`src/rtl/alu_cmd_sequencer.sv`:
```
// Command sequencer for the S6 ALU register datapath: captures one command and
// replays it as ordered single-cycle load strobes on a shared data bus.
module alu_cmd_sequencer #(
  parameter int W          = 16,
  parameter int OP_W       = 2,
  parameter int GAP_CYCLES = 1
) (
  input  logic            clk,
  input  logic            reset,
  input  logic            cmd_valid,
  output logic            cmd_ready,
  input  logic [W-1:0]    cmd_a,
  input  logic [W-1:0]    cmd_b,
  input  logic [OP_W-1:0] cmd_op,
  input  logic [3:0]      cmd_mask,
  output logic [W-1:0]    data_out,
  output logic            load_A,
  output logic            load_B,
  output logic            load_Op,
  output logic            updateRes,
  output logic            busy,
  output logic            done
);

  localparam int CW = (GAP_CYCLES > 0) ? $clog2(GAP_CYCLES + 1) : 1;
  localparam logic [CW-1:0] GAP_LOAD = (GAP_CYCLES > 0) ? CW'(GAP_CYCLES - 1) : '0;

  typedef enum logic [2:0] {
    IDLE,
    S_A,
    S_B,
    S_OP,
    S_UPD,
    GAP,
    DONE
  } state_t;

  state_t          state_q, state_d;
  logic [W-1:0]    a_q, a_d;
  logic [W-1:0]    b_q, b_d;
  logic [OP_W-1:0] op_q, op_d;
  logic [3:0]      mask_q, mask_d;
  logic [CW-1:0]   gap_q, gap_d;
  logic [W-1:0]    data_q, data_d;
  logic [3:0]      cur_bit;
  logic [3:0]      rem;

  function automatic state_t first_step(input logic [3:0] m);
    if (m[0])      return S_A;
    else if (m[1]) return S_B;
    else if (m[2]) return S_OP;
    else if (m[3]) return S_UPD;
    else           return DONE;
  endfunction

  always_ff @(posedge clk or negedge reset) begin
    if (!reset) begin
      state_q <= IDLE;
      a_q     <= '0;
      b_q     <= '0;
      op_q    <= '0;
      mask_q  <= '0;
      gap_q   <= '0;
      data_q  <= '0;
    end else begin
      state_q <= state_d;
      a_q     <= a_d;
      b_q     <= b_d;
      op_q    <= op_d;
      mask_q  <= mask_d;
      gap_q   <= gap_d;
      data_q  <= data_d;
    end
  end

  always_comb begin
    state_d = state_q;
    a_d     = a_q;
    b_d     = b_q;
    op_d    = op_q;
    mask_d  = mask_q;
    gap_d   = gap_q;
    data_d  = data_q;
    cur_bit = 4'b0000;
    rem     = mask_q;

    case (state_q)
      IDLE: begin
        if (cmd_valid) begin
          a_d     = cmd_a;
          b_d     = cmd_b;
          op_d    = cmd_op;
          mask_d  = cmd_mask;
          state_d = first_step(cmd_mask);
        end
      end
      S_A, S_B, S_OP, S_UPD: begin
        case (state_q)
          S_A:     cur_bit = 4'b0001;
          S_B:     cur_bit = 4'b0010;
          S_OP:    cur_bit = 4'b0100;
          default: cur_bit = 4'b1000;
        endcase
        // mask_q tracks the steps still pending; the lowest set bit is next
        rem    = mask_q & ~cur_bit;
        mask_d = rem;
        if (rem == 4'b0000) begin
          state_d = DONE;
        end else if (GAP_CYCLES > 0) begin
          state_d = GAP;
          gap_d   = GAP_LOAD;
        end else begin
          state_d = first_step(rem);
        end
      end
      GAP: begin
        if (gap_q == '0) state_d = first_step(mask_q);
        else             gap_d   = gap_q - CW'(1);
      end
      DONE:    state_d = IDLE;
      default: state_d = IDLE;
    endcase

    // Bus value is registered alongside the state it belongs to
    case (state_d)
      S_A:     data_d = a_d;
      S_B:     data_d = b_d;
      S_OP:    data_d = W'(op_d);
      default: data_d = data_q;
    endcase
  end

  always_comb begin
    cmd_ready = (state_q == IDLE);
    busy      = (state_q != IDLE);
    done      = (state_q == DONE);
    load_A    = (state_q == S_A);
    load_B    = (state_q == S_B);
    load_Op   = (state_q == S_OP);
    updateRes = (state_q == S_UPD);
    data_out  = data_q;
  end

endmodule

```
`config.mk`:
```
export PLATFORM = sky130hd
export DESIGN_NAME = alu_cmd_sequencer
export DESIGN_NICKNAME = d
export VERILOG_FILES = /design/src/rtl/alu_cmd_sequencer.sv
export SDC_FILE = /design/constraint.sdc
export NUM_CORES = 1
export LEC_CHECK = 0
export CORE_MARGIN = 2
export CORE_UTILIZATION = 53
export DETAILED_ROUTE_END_ITERATION = 10
export PLACE_DENSITY_LB_ADDON = 0.2
export SYNTH_ARGS = -nofsm -noshare
export SYNTH_HDL_FRONTEND = slang
export SYNTH_SLANG_ARGS = --single-unit
```
`constraint.sdc`:
```
create_clock -name clk -period 3.5 [get_ports clk]
set_input_delay 0.875 -clock clk [delete_from_list [all_inputs] [get_ports clk]]
set_output_delay 0.875 -clock clk [all_outputs]
set_load 0.01 [all_outputs]
```
Fig. 1: where the registers sit
Drawn at 4 px/µm. Other sequential cells in the stronger grey, the rest of the logic in the fainter grey.
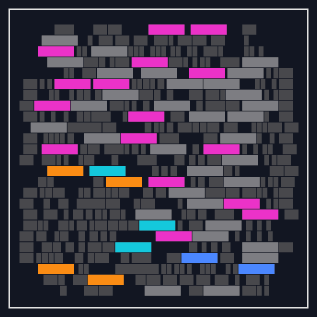
legend:
  blue:
    name_in_the_netlist: `op_q`
    sequential_cells: 2
  cyan:
    name_in_the_netlist: `state_q`
    sequential_cells: 3
  magenta:
    name_in_the_netlist: `a_q`
    sequential_cells: 16
  orange:
    name_in_the_netlist: `mask_q`
    sequential_cells: 4
not coloured: 32
Reg area: 1430 µm²
fin util: 72.9%
flop share of the area: 41.1%
seq pwr: 1.16 mW

Fig. 2: drive-strength map
Drawn at 6 px/µm.
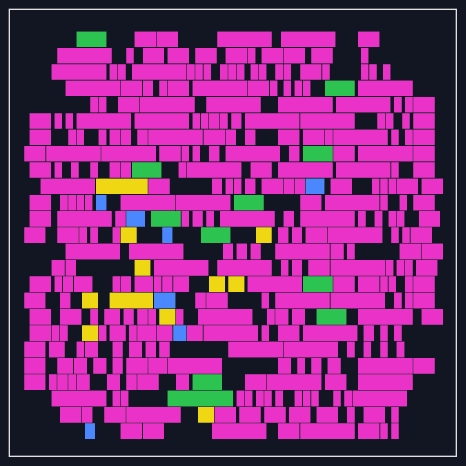
legend:
  magenta:
    size: _0 and _1 cells
    cells: 323
    share: 92%
  green:
    size: _6 and larger
    cells: 11
    share: 3.1%
  yellow:
    size: _3 and _4 cells
    cells: 11
    share: 3.1%
  blue:
    size: _2 cells
    cells: 7
    share: 2.0%
final setup margin: 0.553 ns
Design Area, Final: 3470 µm²

## routing by layer
layer / wire length, µm / vias to the layer above / share of wire (%)
met2: 2760 / 67 / 47
met4: 129 / 0 / 2.2
met5: 0 / - / 0
met1: 2660 / 1021 / 46
met3: 268 / 12 / 4.6
li1: - / 1076 / -
## final timing paths
path                       startpoint      endpoint  cells past startpoint
max in group asynchronous       reset       b_q[12]                      2
min                             reset  data_out[13]                      1
max reg2reg                state_q[1]   data_out[1]                      6
min reg2reg                   op_q[0]       op_q[0]                      2
max                        state_q[1]     cmd_ready                      3
min in group clk              op_q[0]       op_q[0]                      2
## kinds of logic after synthesis
| family | synth area share (%) |
|---|---|
| and+or+nand+nor | 23.4 |
| DFF | 54.5 |
| buffers and inverters | 5.07 |
| muxes | 5.36 |
| AOI/OAI and AO/OA | 11.7 |
## cell usage in the layout, fill, tap and decap left out, drive strengths merged, types with 3 or more instances in the layout
cell type,instances
clkdlybuf4s50,62
nand3,14
clkbuf,13
o21ai,24
and3,3
a21oi,6
dfrtp,57
inv,5
a31oi,3
buf,10
nor2,7
nand2,105
mux2i,14
## state kept, by name, summed over array words and instances, names as in the netlist
| signal | flops |
|---|---|
| a_q | 16 |
| b_q | 16 |
| data_out | 16 |
| mask_q | 4 |
| op_q | 2 |
| state_q | 3 |
## final cells by class
class	count	area (µm²)	share of cell area [%]
Clock buffer	13	149	4.29
Clock inverter	3	40.0	1.15
Inverter	5	18.8	0.541
Multi-Input combinational cell	202	1060	30.5
Sequential cell	57	1430	41.1
Tap cell	67	83.8	2.42
Timing Repair Buffer	72	693	20.0
## critical path, stage by stage (launching register included)
cell and delay (ns):
dfrtp_1 0.57, or3_1 0.51, inv_1 0.11, clkdlybuf4s50_1 0.54
==> flow_summary_export.csv <==
group,metric,value,unit
run_status,outcome,"finished clean",
timing,period_needed,2.95,ns
worst_setup_path,r2r_slack,1.06,ns
layout,fill_cells,402,
pwr,ir_worst_vdd,0.417,mV
layout,antenna_cells,0,
pwr,cellPowerDensity,854,nW/µm²
clocking,root_buffer,"clkbuf_8",
pwr,powerComb,1.21,mW
worst_setup_path,setup.worst_path.end_class,"output pin",
layout,layout-drive-gt1-share,8.24,%
routing,ant_nets,0,
grt,grtUsageMet3,4.61,%
pwr,power_leader,"combinational cells",
grt,grt_pass1_vias,2170,
grt,top_usage_layer,"met2",
yosys,synth_top_cell_by_count,"nand2_1",
yosys,top_cell_area_share,54.5,%
pwr,p_clk,0.592,mW
floorplan,fp.dieW,74.3,µm
routing,drt_first_iter_violations,176,
yosys,syn_area_per_cell,9.31,µm²
yosys,area_leaders,"dfrtp_1, nand2_1, mux2i_1",
floorplan,core_area,4750,µm²
yosys,synth_chip_area,2620,µm²
floorplan,fp-row-count,25,
Power is estimated from default activity; no workload was simulated.
